### src/rtl/irrigation_zone_sequencer.sv
// Multi-zone irrigation controller: debounced sensors, tank refill with hysteresis/timeout,
// and a round-robin zone watering sequencer (sprinkler or dripper per visit).
module irrigation_zone_sequencer #(
  parameter int ZONES           = 4,
  parameter int DEBOUNCE_CYCLES = 16,
  parameter int RUN_CYCLES      = 1024,
  parameter int FILL_TIMEOUT    = 4096
) (
  input  logic             clock,
  input  logic             reset,
  input  logic             low_water_level,
  input  logic             mid_water_level,
  input  logic             high_water_level,
  input  logic [ZONES-1:0] earth_humidity,
  input  logic             air_humidity,
  input  logic             low_temperature,
  output logic             water_supply_valvule,
  output logic [ZONES-1:0] splinker_bomb,
  output logic [ZONES-1:0] dripper_valvule,
  output logic             alarm,
  output logic [2:0]       active_zone,
  output logic [1:0]       seq_state
);

  localparam int NS  = ZONES + 5;
  localparam int DBW = $clog2(DEBOUNCE_CYCLES + 1);
  localparam int RW  = $clog2(RUN_CYCLES + 1);
  localparam int FW  = $clog2(FILL_TIMEOUT + 1);

  typedef enum logic [1:0] {IDLE = 2'd0, WATER = 2'd1, REST = 2'd2, FAULT = 2'd3} state_t;

  logic [NS-1:0]    raw, filt;
  logic             low_f, mid_f, high_f, air_f, temp_f;
  logic [ZONES-1:0] earth_f;
  logic [7:0]       earth_pad;

  assign raw = {earth_humidity, low_temperature, air_humidity,
                high_water_level, mid_water_level, low_water_level};

  // Filtered bit follows the synchronised input only after a full run of differing samples.
  for (genvar gi = 0; gi < NS; gi++) begin : g_deb
    logic [1:0]     sync_reg;
    logic [DBW-1:0] cnt_reg;
    logic           filt_reg;
    always_ff @(posedge clock or posedge reset) begin
      if (reset) begin
        sync_reg <= '0;
        cnt_reg  <= '0;
        filt_reg <= 1'b0;
      end else begin
        sync_reg <= {sync_reg[0], raw[gi]};
        if (sync_reg[1] == filt_reg) begin
          cnt_reg <= '0;
        end else if (cnt_reg == DBW'(DEBOUNCE_CYCLES - 1)) begin
          filt_reg <= sync_reg[1];
          cnt_reg  <= '0;
        end else begin
          cnt_reg <= cnt_reg + 1'b1;
        end
      end
    end
    assign filt[gi] = filt_reg;
  end

  assign low_f     = filt[0];
  assign mid_f     = filt[1];
  assign high_f    = filt[2];
  assign air_f     = filt[3];
  assign temp_f    = filt[4];
  assign earth_f   = filt[NS-1:5];
  assign earth_pad = 8'(earth_f);

  state_t         state_reg, state_next;
  logic [2:0]     active_reg, active_next;
  logic [2:0]     scan_reg, scan_next;
  logic           mode_reg, mode_next;
  logic [RW-1:0]  run_cnt_reg, run_cnt_next;
  logic [2:0]     rest_cnt_reg, rest_cnt_next;
  logic           armed_reg, valve_hold_reg, fill_fault_reg;
  logic [FW-1:0]  fill_cnt_reg;
  logic           conflict, fault_any, valve_open, sprinkle_sel;

  assign conflict     = (high_f & ~mid_f) | (mid_f & ~low_f);
  assign fault_any    = conflict | fill_fault_reg;
  assign sprinkle_sel = ~air_f & ~temp_f & mid_f;
  // Hysteresis: opens below mid, closes at high, otherwise keeps its previous state.
  assign valve_open   = armed_reg & (state_reg != FAULT) & ~high_f & (~mid_f | valve_hold_reg);

  // Candidate zones in round-robin order starting at the scan pointer.
  logic [3:0]       cand_sum [ZONES];
  logic [2:0]       cand_idx [ZONES];
  logic [ZONES-1:0] cand_dry;
  logic [ZONES-1:0] zone_sel;
  for (genvar gi = 0; gi < ZONES; gi++) begin : g_scan
    assign cand_sum[gi] = {1'b0, scan_reg} + 4'(gi);
    assign cand_idx[gi] = (cand_sum[gi] >= 4'(ZONES)) ? 3'(cand_sum[gi] - 4'(ZONES))
                                                      : cand_sum[gi][2:0];
    assign cand_dry[gi] = ~earth_pad[cand_idx[gi]];
    assign zone_sel[gi] = (active_reg == 3'(gi));
  end

  logic       found;
  logic [2:0] dry_idx;
  always_comb begin
    found   = 1'b0;
    dry_idx = scan_reg;
    for (int i = 0; i < ZONES; i++) begin
      if (!found && cand_dry[i]) begin
        found   = 1'b1;
        dry_idx = cand_idx[i];
      end
    end
  end

  always_comb begin
    state_next    = state_reg;
    active_next   = active_reg;
    scan_next     = scan_reg;
    mode_next     = mode_reg;
    run_cnt_next  = '0;
    rest_cnt_next = '0;
    case (state_reg)
      IDLE: begin
        if (fault_any) begin
          state_next = FAULT;
        end else if (low_f && found) begin
          state_next  = WATER;
          active_next = dry_idx;
          mode_next   = sprinkle_sel;
        end
      end
      WATER: begin
        if (fault_any) begin
          state_next = FAULT;
        end else if (earth_pad[active_reg] || !low_f || run_cnt_reg == RW'(RUN_CYCLES - 1)) begin
          state_next = REST;
        end else begin
          run_cnt_next = run_cnt_reg + 1'b1;
        end
      end
      REST: begin
        if (fault_any) begin
          state_next = FAULT;
        end else if (rest_cnt_reg == 3'd7) begin
          state_next = IDLE;
          scan_next  = (32'(active_reg) + 1 >= ZONES) ? 3'd0 : active_reg + 3'd1;
        end else begin
          rest_cnt_next = rest_cnt_reg + 3'd1;
        end
      end
      default: begin
        if (!fault_any) state_next = IDLE;
      end
    endcase
  end

  always_ff @(posedge clock or posedge reset) begin
    if (reset) begin
      state_reg      <= IDLE;
      active_reg     <= '0;
      scan_reg       <= '0;
      mode_reg       <= 1'b0;
      run_cnt_reg    <= '0;
      rest_cnt_reg   <= '0;
      armed_reg      <= 1'b0;
      valve_hold_reg <= 1'b0;
      fill_cnt_reg   <= '0;
      fill_fault_reg <= 1'b0;
    end else begin
      state_reg      <= state_next;
      active_reg     <= active_next;
      scan_reg       <= scan_next;
      mode_reg       <= mode_next;
      run_cnt_reg    <= run_cnt_next;
      rest_cnt_reg   <= rest_cnt_next;
      armed_reg      <= 1'b1;
      valve_hold_reg <= valve_open;
      if (valve_open) begin
        if (fill_cnt_reg != FW'(FILL_TIMEOUT)) fill_cnt_reg <= fill_cnt_reg + 1'b1;
        if (fill_cnt_reg == FW'(FILL_TIMEOUT - 1)) fill_fault_reg <= 1'b1;
      end else begin
        fill_cnt_reg <= '0;
      end
    end
  end

  assign water_supply_valvule = valve_open;
  assign splinker_bomb   = (state_reg == WATER &&  mode_reg) ? zone_sel : '0;
  assign dripper_valvule = (state_reg == WATER && !mode_reg) ? zone_sel : '0;
  assign alarm           = (state_reg == FAULT) | (~mid_f & low_f);
  assign active_zone     = active_reg;
  assign seq_state       = state_reg;

endmodule

### config.mk
export PLATFORM = sky130hd
export DESIGN_NAME = irrigation_zone_sequencer
export DESIGN_NICKNAME = d
export VERILOG_FILES = /design/src/rtl/irrigation_zone_sequencer.sv
export SDC_FILE = /design/constraint.sdc
export NUM_CORES = 1
export LEC_CHECK = 0
export CAP_MARGIN = 5
export CORE_MARGIN = 2
export CORE_UTILIZATION = 40
export CTS_CLUSTER_SIZE = 14
export DETAILED_ROUTE_END_ITERATION = 10
export PLACE_DENSITY_LB_ADDON = 0.3
export SLEW_MARGIN = 20
export SYNTH_ARGS = -nofsm -noshare
export SYNTH_HDL_FRONTEND = slang
export SYNTH_SLANG_ARGS = --single-unit
### constraint.sdc
create_clock -name clock -period 5.8 [get_ports clock]
set_input_delay 0.58 -clock clock [delete_from_list [all_inputs] [get_ports clock]]
set_output_delay 0.58 -clock clock [all_outputs]
set_load 0.05 [all_outputs]
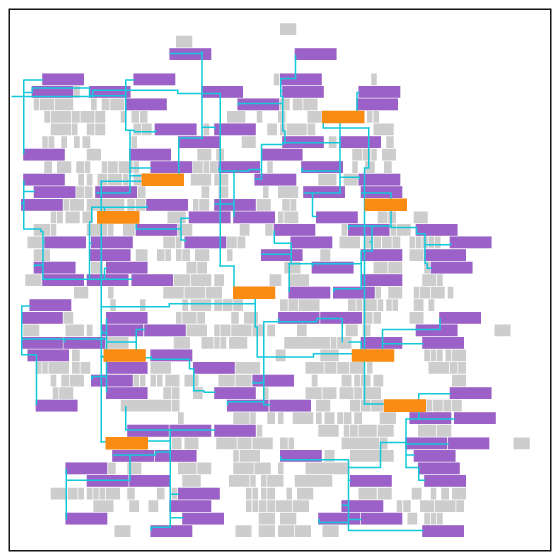
(clock distribution)
legend:
  purple:
    item: flip-flops
    count: 111
  orange:
    item: clock-net drivers
    count: 9
  cyan:
    item: clock wires
    length: 1240 µm
routed clock nets: 10
flops lie: widely spread

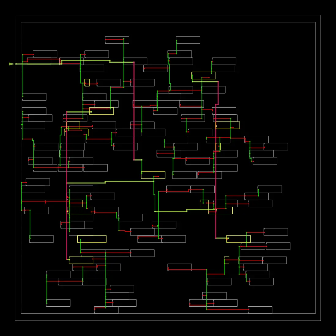
(the clock network)
Worst Skew: 6.05 ps
cts bufs inserted: 9
Seq Cell Count: 111

==> path summary, 6_finish.rpt <==
kind                                      startpoint                   end  slack, ps  cells past startpoint
worst min register to register  g_deb[5].sync_reg[0]  g_deb[5].sync_reg[1]        350                      0
max in group asynchronous                      reset   g_deb[0].cnt_reg[2]       3930                      3
worst min-delay path            g_deb[5].sync_reg[0]  g_deb[5].sync_reg[1]        350                      0
worst max register to register           scan_reg[0]              mode_reg       3270                      7
worst max-delay path                    seq_state[1]    dripper_valvule[2]       2920                      5
min in group asynchronous                      reset   g_deb[7].cnt_reg[0]        630                      2
==> per-layer routing <==
metal / vias to the layer above / wire length, µm
li1: 1636 / -
met1: 1632 / 4080
met2: 43 / 4040
met3: 15 / 224
met4: 0 / 203
met5: - / 0
==> metrics.csv <==
metric,value,unit
flop_cell,dfrtp_1,
grt_pass1_wl,15.3,mm
signal_buffers,27,
finalPower,1740,µW
rows,41,
end_kind,output port,
synth_warnings,0,
path_class,register to output port,
taps,172,
comb_share,37.7,%
crit_path_top_delay_cell,clkdlybuf4s50_1,
tns,0,ps
nNonClkInverters,25,
ctsHtreeMaxLevel,3,
sh_seq_area,47.3,%
edf_count,0,
die_w,117,µm
cp.required,5220,ps
p_leak,0.00274,µW
dieArea,13700,µm²
floorplan.core_util,40.6,%
busiest_layer,met2,
simple_gate_share,17.1,%
worst-path-buf-inv,2,
finalSetupViolCount,0,
status,"complete, no violations",
combGateArea,2210,µm²
via_per_inst,4.96,
syn_area,5110,µm²
async_reset_ff_share,100,%
clockBufferDepth,2,
finalMaxSlewViolations,0,
path_clk_slew,70,ps
maxCapViolCount,0,
clkbuf_count,11,
p_sw_share,26.9,%
power_clock,624,µW
ys_sh_xor,7.71,%
pre_cts_ws,3000,ps
drt_wl_total,8.55,mm
power.internal,1270,µW
regArea,2780,µm²
seqPwrFrac,48.8,%
postCtsSetupBuffers,0,
yosysMostFrequentCell,dfrtp_1,
clock_area_share,5.22,%
yosysCellCount,458,
dp_cells,653,
track_usage,14.5,%
netSwitchingPower,468,µW
port_buffers,25,
buf_share,4.52,%
postRouteAntennaNets,0,
stdcell_count,670,
grt_max_degree,71,
synth_cells,458,
rsz0062_at_grt,false,
num-multi-input-gates,319,
synthMuxAreaShare,5.58,%
drive_gt1_share,7.83,%
largest_register_ffs,45,
ys_seq_share,54.4,%
grt_use_met1,19.5,%
grt_pass1_vias,3319,
use_met2,22.5,%
cp-start-kind,register,
ctsHoldBuffers,0,
via_count,3326,
hold_viol,0,
drt_iter0_drc,204,
nNetsFinal,530,
final_common_cell,dfrtp_1,
drc,0,
path_max_fanout,7,
slowest_delay,830,ps
p_seq,850,µW
top_cells_by_area,"dfrtp_1, ha_1, xor2_1, nor2_1, nand3_1",
p_clk_share,35.8,%
